## src/rtl/difftest_pkg.sv

```systemverilog
// Shared definitions for the difftest commit-side monitors: trap codes,
// commit width and the trap-detector state encoding.
package difftest_pkg;

    localparam int unsigned COMMIT_WIDTH = 2;

    localparam logic [2:0] TRAP_GOOD  = 3'd0;
    localparam logic [2:0] TRAP_BAD   = 3'd1;
    localparam logic [2:0] TRAP_ABORT = 3'd2;
    localparam logic [2:0] TRAP_LIMIT = 3'd3;

    typedef enum logic {
        RUN,
        TRAPPED
    } state_e;

    // A trap instruction reports success only when a0 is zero.
    function automatic logic [2:0] trap_code(input logic [63:0] arg);
        return (arg == 64'd0) ? TRAP_GOOD : TRAP_BAD;
    endfunction

    function automatic logic [1:0] retire_count(input logic [COMMIT_WIDTH-1:0] valid);
        return {1'b0, valid[0]} + {1'b0, valid[1]};
    endfunction

endpackage

```

## src/rtl/difftest_watchdog.sv

```systemverilog
// Saturating idle-cycle counter: cleared by any commit, advances while enabled,
// and flags the cycle in which it reaches the timeout value.
module difftest_watchdog #(
    parameter int unsigned Timeout = 5000
) (
    input  logic clk_i,
    input  logic rst_ni,
    input  logic clr_i,
    input  logic en_i,
    output logic timeout_o
);

    logic [31:0] cnt_q, cnt_d, cnt_inc;

    always_comb begin
        cnt_inc = (cnt_q == Timeout) ? cnt_q : cnt_q + 32'd1;
        cnt_d   = cnt_q;
        if (en_i) begin
            cnt_d = clr_i ? 32'd0 : cnt_inc;
        end
        // A zero timeout disables the watchdog entirely.
        timeout_o = en_i && !clr_i && (Timeout != 0) && (cnt_inc == Timeout);
    end

    always_ff @(posedge clk_i or negedge rst_ni) begin
        if (!rst_ni) begin
            cnt_q <= 32'd0;
        end else begin
            cnt_q <= cnt_d;
        end
    end

endmodule

```

## src/rtl/difftest_trap_detect.sv

```systemverilog
// Commit-side trap monitor: counts cycles and retirements, detects trap,
// limit and watchdog events, then holds the terminating record until reset.
module difftest_trap_detect
    import difftest_pkg::*;
#(
    parameter logic [7:0]      COREID    = 8'd0,
    parameter int unsigned     TIMEOUT   = 5000,
    parameter longint unsigned MAX_INSTR = 0
) (
    input  logic                      clock,
    input  logic                      reset_n,
    input  logic [COMMIT_WIDTH-1:0]   io_commit_valid,
    input  logic [COMMIT_WIDTH-1:0]   io_commit_isTrap,
    input  logic [64*COMMIT_WIDTH-1:0] io_commit_pc,
    input  logic [63:0]               io_trapArg,
    output logic [7:0]                io_coreid,
    output logic                      io_valid,
    output logic [63:0]               io_cycleCnt,
    output logic [63:0]               io_instrCnt,
    output logic [2:0]                io_code,
    output logic [63:0]               io_pc
);

    state_e      state_q, state_d;
    logic        valid_q, valid_d;
    logic [63:0] cycle_q, cycle_d;
    logic [63:0] instr_q, instr_d;
    logic [2:0]  code_q, code_d;
    logic [63:0] pc_q, pc_d;
    logic [63:0] last_pc_q, last_pc_d;

    logic [63:0]             pc0, pc1, instr_inc;
    logic                    trap0, trap1, running, any_commit, limit_hit, wd_timeout;
    logic [COMMIT_WIDTH-1:0] eff_valid;

    assign pc0 = io_commit_pc[63:0];
    assign pc1 = io_commit_pc[127:64];

    assign trap0      = io_commit_valid[0] & io_commit_isTrap[0];
    assign trap1      = io_commit_valid[1] & io_commit_isTrap[1];
    // Nothing younger than a slot-0 trap retires.
    assign eff_valid  = {io_commit_valid[1] & ~trap0, io_commit_valid[0]};
    assign instr_inc  = instr_q + {62'd0, retire_count(eff_valid)};
    assign running    = (state_q == RUN);
    assign any_commit = |io_commit_valid;
    assign limit_hit  = (MAX_INSTR != 64'd0) && (instr_inc >= MAX_INSTR);

    difftest_watchdog #(
        .Timeout (TIMEOUT)
    ) u_watchdog (
        .clk_i     (clock),
        .rst_ni    (reset_n),
        .clr_i     (any_commit),
        .en_i      (running),
        .timeout_o (wd_timeout)
    );

    always_comb begin
        state_d   = state_q;
        valid_d   = valid_q;
        cycle_d   = cycle_q;
        instr_d   = instr_q;
        code_d    = code_q;
        pc_d      = pc_q;
        last_pc_d = last_pc_q;

        if (running) begin
            cycle_d = cycle_q + 64'd1;
            instr_d = instr_inc;
            if (eff_valid[1]) begin
                last_pc_d = pc1;
            end else if (eff_valid[0]) begin
                last_pc_d = pc0;
            end

            if (trap0) begin
                code_d  = trap_code(io_trapArg);
                pc_d    = pc0;
                state_d = TRAPPED;
            end else if (trap1) begin
                code_d  = trap_code(io_trapArg);
                pc_d    = pc1;
                state_d = TRAPPED;
            end else if (limit_hit) begin
                code_d  = TRAP_LIMIT;
                pc_d    = last_pc_d;
                state_d = TRAPPED;
            end else if (wd_timeout) begin
                code_d  = TRAP_ABORT;
                pc_d    = last_pc_q;
                state_d = TRAPPED;
            end

            if (state_d == TRAPPED) begin
                valid_d = 1'b1;
            end
        end
    end

    always_ff @(posedge clock or negedge reset_n) begin
        if (!reset_n) begin
            state_q   <= RUN;
            valid_q   <= 1'b0;
            cycle_q   <= 64'd0;
            instr_q   <= 64'd0;
            code_q    <= TRAP_GOOD;
            pc_q      <= 64'd0;
            last_pc_q <= 64'd0;
        end else begin
            state_q   <= state_d;
            valid_q   <= valid_d;
            cycle_q   <= cycle_d;
            instr_q   <= instr_d;
            code_q    <= code_d;
            pc_q      <= pc_d;
            last_pc_q <= last_pc_d;
        end
    end

    assign io_coreid   = COREID;
    assign io_valid    = valid_q;
    assign io_cycleCnt = cycle_q;
    assign io_instrCnt = instr_q;
    assign io_code     = code_q;
    assign io_pc       = pc_q;

endmodule
```

## config.mk

```make
export PLATFORM = sky130hd
export DESIGN_NAME = difftest_trap_detect
export DESIGN_NICKNAME = d
export VERILOG_FILES = /design/src/rtl/difftest_pkg.sv /design/src/rtl/difftest_watchdog.sv /design/src/rtl/difftest_trap_detect.sv
export SDC_FILE = /design/constraint.sdc
export NUM_CORES = 1
export LEC_CHECK = 0
export CORE_MARGIN = 5
export CORE_UTILIZATION = 51
export CTS_CLUSTER_SIZE = 30
export DETAILED_ROUTE_END_ITERATION = 8
export GPL_TIMING_DRIVEN = 0
export PLACE_DENSITY = 0.78
export SYNTH_ARGS = -nofsm -noshare
export SYNTH_HDL_FRONTEND = slang
export SYNTH_SLANG_ARGS = --single-unit
```

## constraint.sdc

```tcl
create_clock -name clock -period 5.15 [get_ports clock]
set_input_delay 1.545 -clock clock [delete_from_list [all_inputs] [get_ports clock]]
set_output_delay 1.545 -clock clock [all_outputs]
set_load 0.05 [all_outputs]
```

Run 1, the clock network:
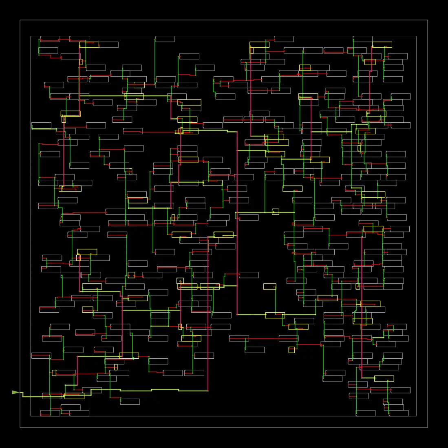
TritonCTS Sinks: 292
Clock Power: 2500 µW

Run 1, cells by drive strength:
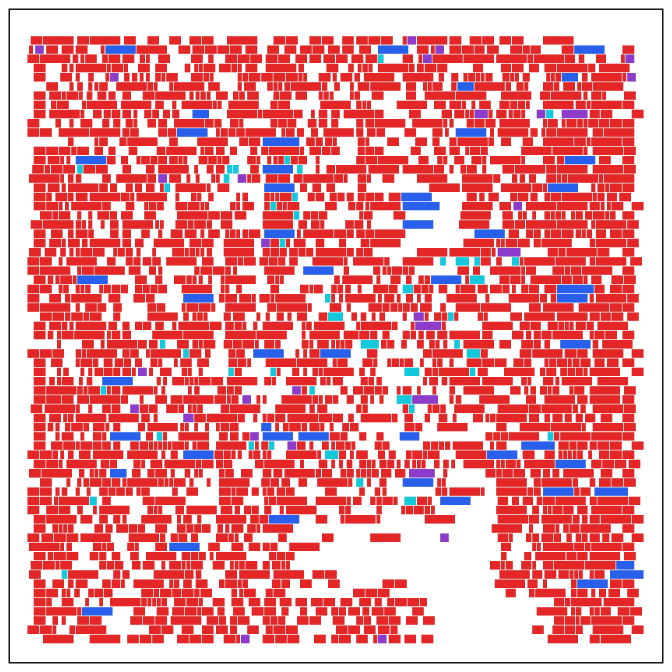
blue -> x6 and larger  # cells 49, most used clkbuf_16
cyan -> x2  # cells 44, most used buf_2
red -> x1 and smaller  # cells 2217, most used clkdlybuf4s50_1
purple -> x3 and x4  # cells 29, most used buf_4

Run 1, cells colored by class:
Scale bar: 50 µm.
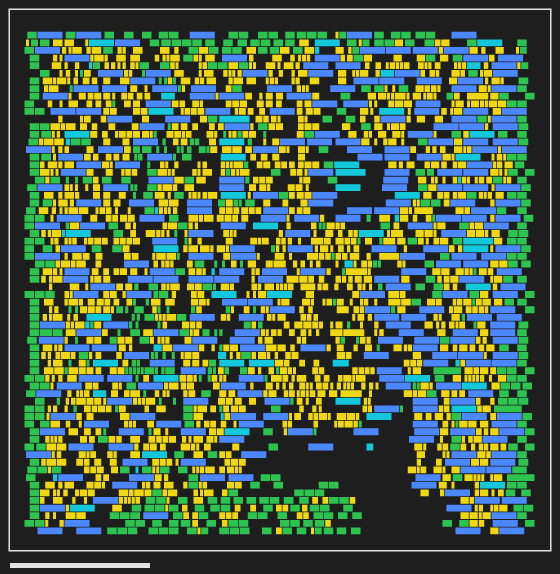
cyan -> clock drivers and dummy loads  # cells 61
green -> remaining buffers and delay cells  # cells 546
blue -> registers  # cells 292
yellow -> remaining logic cells  # cells 1440

==> CHANGELOG.md, run 1 <==
## Implementation

* Status: complete, no violations
* Setup TNS at 0 ns
* Die H at 193 µm
* Total Power at 6000 µW
* Slowest stage delay, CP at 1.06 ns
* Origin of the critical flop-to-flop path: u_watchdog.cnt_q[1]
* IO Count at 402
* Initial antenna violation count at 7
* CP Launch Type: input pin
* Die extent in x at 193 µm
* Adder-cell area share of the yosys netlist at 0.412%
* Tool warning count at 27
* Main logic family: simple AND/OR/NAND/NOR gates
* Most used cell, CP: buf_2
* Cell variety after synth at 61
* Placed insts at 2718
* Main flop type: dfrtp_1
* Late-Pin Clk Latency at 0.53 ns
* Die area at 37100 µm²
* Initial Util at 52.0%
* H-tree Lvls at 2
* Async set-reset flop share out of synthesis at 100%
* Final Non-Filler Cells at 2783
* Share of layout cells above drive strength 1 at 5.22%
* Worst rel slew slack at 16.5%
* IO Port Bufs at 392
* GRT Overall Usage at 29.6%
* CP startpoint: io_commit_valid[1]
* Yosys Warn Count at 0
* CTS tree: built
* DR pass1 iterations at 6
* Setup Viol. Count Final at 0
* Critical path buffer and inverter count at 3
* Yosys reg bits at 292
* Nets at 2518
* Max-slew violations at 0
* Ys cells at 1873
* First-pass GRT wire length at 88800 µm
* Post-synth EDFFs at 0
* WP data arrival at 5.32 ns
* CORE AREA at 32700 µm²
* Clock slew at reported path FFs at 0.06 ns
* Routed length per placed instance at 20.4 µm
* Min-delay worst type: flip-flop to flip-flop
* Post-Syn Area per Cell at 9.08 µm²
==> run 1: sequential cells by signal, indices dropped and copies added, names as in the netlist <==
signal and count:
io_valid 1, io_code 2, io_instrCnt 64, last_pc_q 64, io_cycleCnt 64, io_pc 64, u_watchdog.cnt_q 32, state_q 1
==> run 1: logic make-up after synthesis <==
| group | count (synthesis) |
|---|---|
| adders and majority gates | 5 |
| DFF | 292 |
| and+or+nand+nor | 724 |
| AOI/OAI and AO/OA | 416 |
| muxes | 134 |
| buffers and inverters | 165 |
| other | 1 |
| xor gates and xnor gates | 136 |
==> run 1: worst min-delay path, delay by kind of cell (launching register included) <==
| family | cells | cell delay (ns) |
|---|---|---|
| DFF | 1 | 0.34 |
| AOI/OAI and AO/OA | 1 | 0.06 |
| and+or+nand+nor | 1 | 0.04 |
==> run 1: power breakdown <==
group	internal [µW]	leakage (µW)	switching [µW]
Clock	1500	0.000566	1010
Combinational	414	0.00570	563
Sequential	2430	0.00359	88.8
Total	4340	0.00985	1660
==> run 1: path summary, 6_finish.rpt <==
path,end,slack [ns],depth (start not counted)
max,io_pc[40],0.27,10
min,last_pc_q[59],0.48,2
max reg2reg,io_pc[40],1.31,10
min reg2reg,last_pc_q[59],0.48,2
max in group asynchronous,io_instrCnt[31],3.35,2
min in group asynchronous,io_cycleCnt[28],0.99,1
==> run 1: stage by stage <==
stage,hold slack [ns],setup slack [ns]
after floorplan,0.450,0.501
after global placement,0.461,-10.53
after detailed placement,0.470,-1.23
after CTS,0.483,0.00324
after global routing,0.498,0.144
final,0.479,0.273
==> run 1: per-layer routing <==
metal  vias to the layer above  track usage [%]  part of all wire, %
met1                      8076             38.9                   40
met4                        10             8.97                  2.9
met2                       740             48.6                   48
li1                       7639                -                    -
met3                       123             7.54                  9.3
met5                         -                0                 0.10
==> run 1: cells in the mapped netlist, types with 65 or more instances <==
| library cell | number | area [µm²] |
|---|---|---|
| dfrtp_1 | 292 | 7310 |
| nand2_1 | 217 | 815 |
| nor2_1 | 134 | 503 |
| mux2i_1 | 131 | 1310 |
| o21ai_0 | 106 | 531 |
| nand4_1 | 102 | 638 |
| clkbuf_1 | 98 | 368 |
| xnor2_1 | 98 | 858 |
| a21oi_1 | 71 | 355 |
| nand3_1 | 68 | 340 |
| nor2b_1 | 67 | 419 |
| o21a_1 | 65 | 488 |
==> run 1: cell type report <==
type / count / area, µm²
repair buffers: 397 / 4030
diodes: 2 / 5.00
fillers: 2606 / 9900
clock buffers: 47 / 982
inverters: 16 / 60.1
flip-flops and latches: 292 / 7310
multi-input cells: 1424 / 9040
plain buffers: 149 / 657
clock inverters: 14 / 170
well taps: 442 / 553
==> run 1: timing repair <==
item	CTS	global route
pin swaps	0	2
resized	6	2
endpoints found under the hold margin	0	0
hold buffers	0	0
setup endpoints to repair	18	9
buffers inserted	0	2
--- run 2 (diff from run 1) ---
--- a/config.mk
+++ b/config.mk
@@ -5,6 +5,7 @@
 export SDC_FILE = /design/constraint.sdc
 export NUM_CORES = 1
 export LEC_CHECK = 0
+export ABC_CLOCK_PERIOD_IN_PS = 5150
 export CORE_MARGIN = 5
 export CORE_UTILIZATION = 51
 export CTS_CLUSTER_SIZE = 30
Run 2, the clock network:
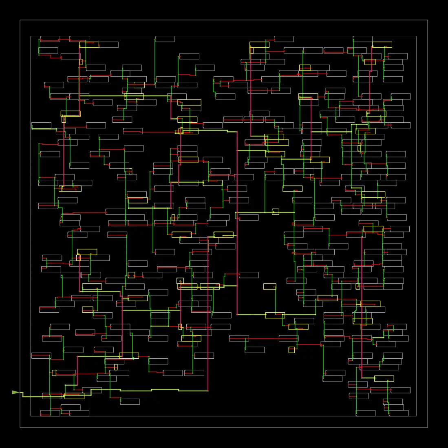
flop count: 292
CTS Buf Count: 35
Late-Pin Clk Latency: 0.53 ns

==> run 2 against run 1 <==
Global-route usage unchanged. Sequential share of layout area is the same. Design area did not move. Area after synthesis unchanged. Total power stayed put. Count of clock-buffer cells in the layout unchanged. Sequential power is essentially flat. Largest cell class unchanged.
==> CHANGELOG.md, run 2 <==
## Implementation

* Status: complete, no violations
* Int Pwr at 4340 µW
* Share of layout cells above drive strength 1 at 5.22%
* CORE AREA at 32700 µm²
* IO Count at 402
* CTS tree: built
* Die extent in x at 193 µm
* Main flop type: dfrtp_1
* Flop area at 7310 µm²
* Die H at 193 µm
* Post-synth EDFFs at 0
* Sw frac at 27.6%
* CP Launch Type: input pin
* Sw power at 1660 µW
* Async set-reset flop share out of synthesis at 100%
* Routed length per placed instance at 20.4 µm
* Clock slew at reported path FFs at 0.06 ns
* Combinational group share of total power at 16.3%
* Top area cell types: dfrtp_1 (43%), mux2i_1 (7.7%), xnor2_1 (5.0%)
* Clock network power share at 41.7%
* Die area at 37100 µm²
* TritonCTS Sinks at 292
* WP data arrival at 5.32 ns
* Fin worst setup slack at 0.273 ns
* Worst rel slew slack at 16.5%
* CP startpoint: io_commit_valid[1]
* IO Port Bufs at 392
* Yosys reg bits at 292
* Tool warning count at 27
* Final Non-Filler Cells at 2783
* Max-slew violations at 0
* Ys cells at 1873
* Area share, top type at 43.0%
* Placed insts at 2718
Run 2, routed clock nets over the placement:
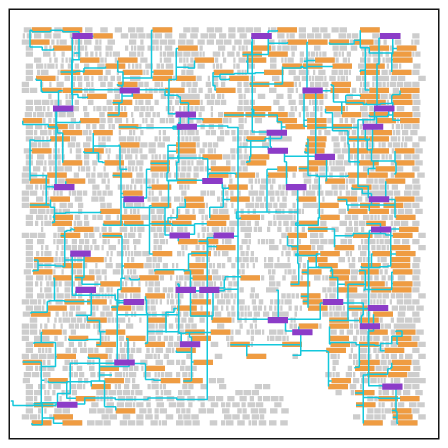
purple -> clock-net drivers  # count 35
orange -> flip-flops  # count 292
cyan -> clock wires  # length 4070 µm
flops lie = spread over the die
routed clock nets = 36

[run 2: cell counts in the layout (fill, tap and decap cells not counted)]
No cell type changed its count.
[run 2: power by group through the flow]
stage	Sequential [µW]	Combinational (µW)	Clock, µW
floorplan	2590	501	0
global placement	2550	929	0
detailed placement	2560	964	0
CTS	2520	969	2540
global route	2540	1070	2630
finish	2520	977	2500
[run 2: path summary, 6_finish.rpt]
check | slack (ns) | cells past startpoint | to
max | 0.27 | 10 | io_pc[40]
min | 0.48 | 2 | last_pc_q[59]
max reg2reg | 1.31 | 10 | io_pc[40]
min reg2reg | 0.48 | 2 | last_pc_q[59]
max in group asynchronous | 3.35 | 2 | io_instrCnt[31]
min in group asynchronous | 0.99 | 1 | io_cycleCnt[28]
[run 2: cell families (layout without fill, tap and decap cells)]
logic type	after synthesis	count (layout)	synth area share, %
AND-OR/OR-AND	416	416	15.8
XOR/XNOR	136	136	7.01
adder cells (fa/ha/maj)	5	5	0.412
buffers and inverters	165	623	4.21
flip-flops	292	292	43.0
multiplexers	134	134	7.91
other	1	11	0.0221
AND/OR/NAND/NOR	724	724	21.6
[run 2: final cells by class]
class / instances / share of cell area [%]
inverter: 16 / 0.263
sequential: 292 / 32.0
tap: 442 / 2.43
timing repair buffer: 397 / 17.7
clock buffer: 47 / 4.31
multi-input combinational: 1424 / 39.6
buffer: 149 / 2.88
antenna: 2 / 0.0219
clock inverter: 14 / 0.746
[run 2: timing repair]
action | 4_1_cts | 5_1_grt
hold endpoints to repair | 0 | 0
setup buffers | 0 | 2
pin swaps | 0 | 2
cloned | 0 | 0
gates resized | 6 | 2
setup endpoints to repair | 18 | 9
[run 2: routing by layer]
| metal | up-vias | GRT usage [%] | share of wire [%] | routed length [µm] |
|---|---|---|---|---|
| met1 | 8076 | 38.9 | 40 | 22700 |
| li1 | 7639 | - | - | - |
| met3 | 123 | 7.54 | 9.3 | 5290 |
| met2 | 740 | 48.6 | 48 | 27100 |
| met5 | - | 0 | 0.10 | 59 |
| met4 | 10 | 8.97 | 2.9 | 1670 |
[run 2: critical path, stage by stage]
cell	delay (ns)
clkdlybuf4s50_1	0.58
nor3_1	1.06
and2_1	0.24
mux2i_1	0.09
a21o_1	0.19
nor4_2	0.67
buf_2	0.38
buf_2	0.30
nand4_1	0.16
o211ai_1	0.11
[run 2: through the flow]
stage / area (µm²) / TNS, ns
floorplan: 17000 / 0
global placement: 21500 / -3094.82
detailed placement: 21600 / -28.54
CTS: 22800 / 0
global route: 22800 / 0
finish: 22800 / 0
Power and IR drop assume default switching activity.
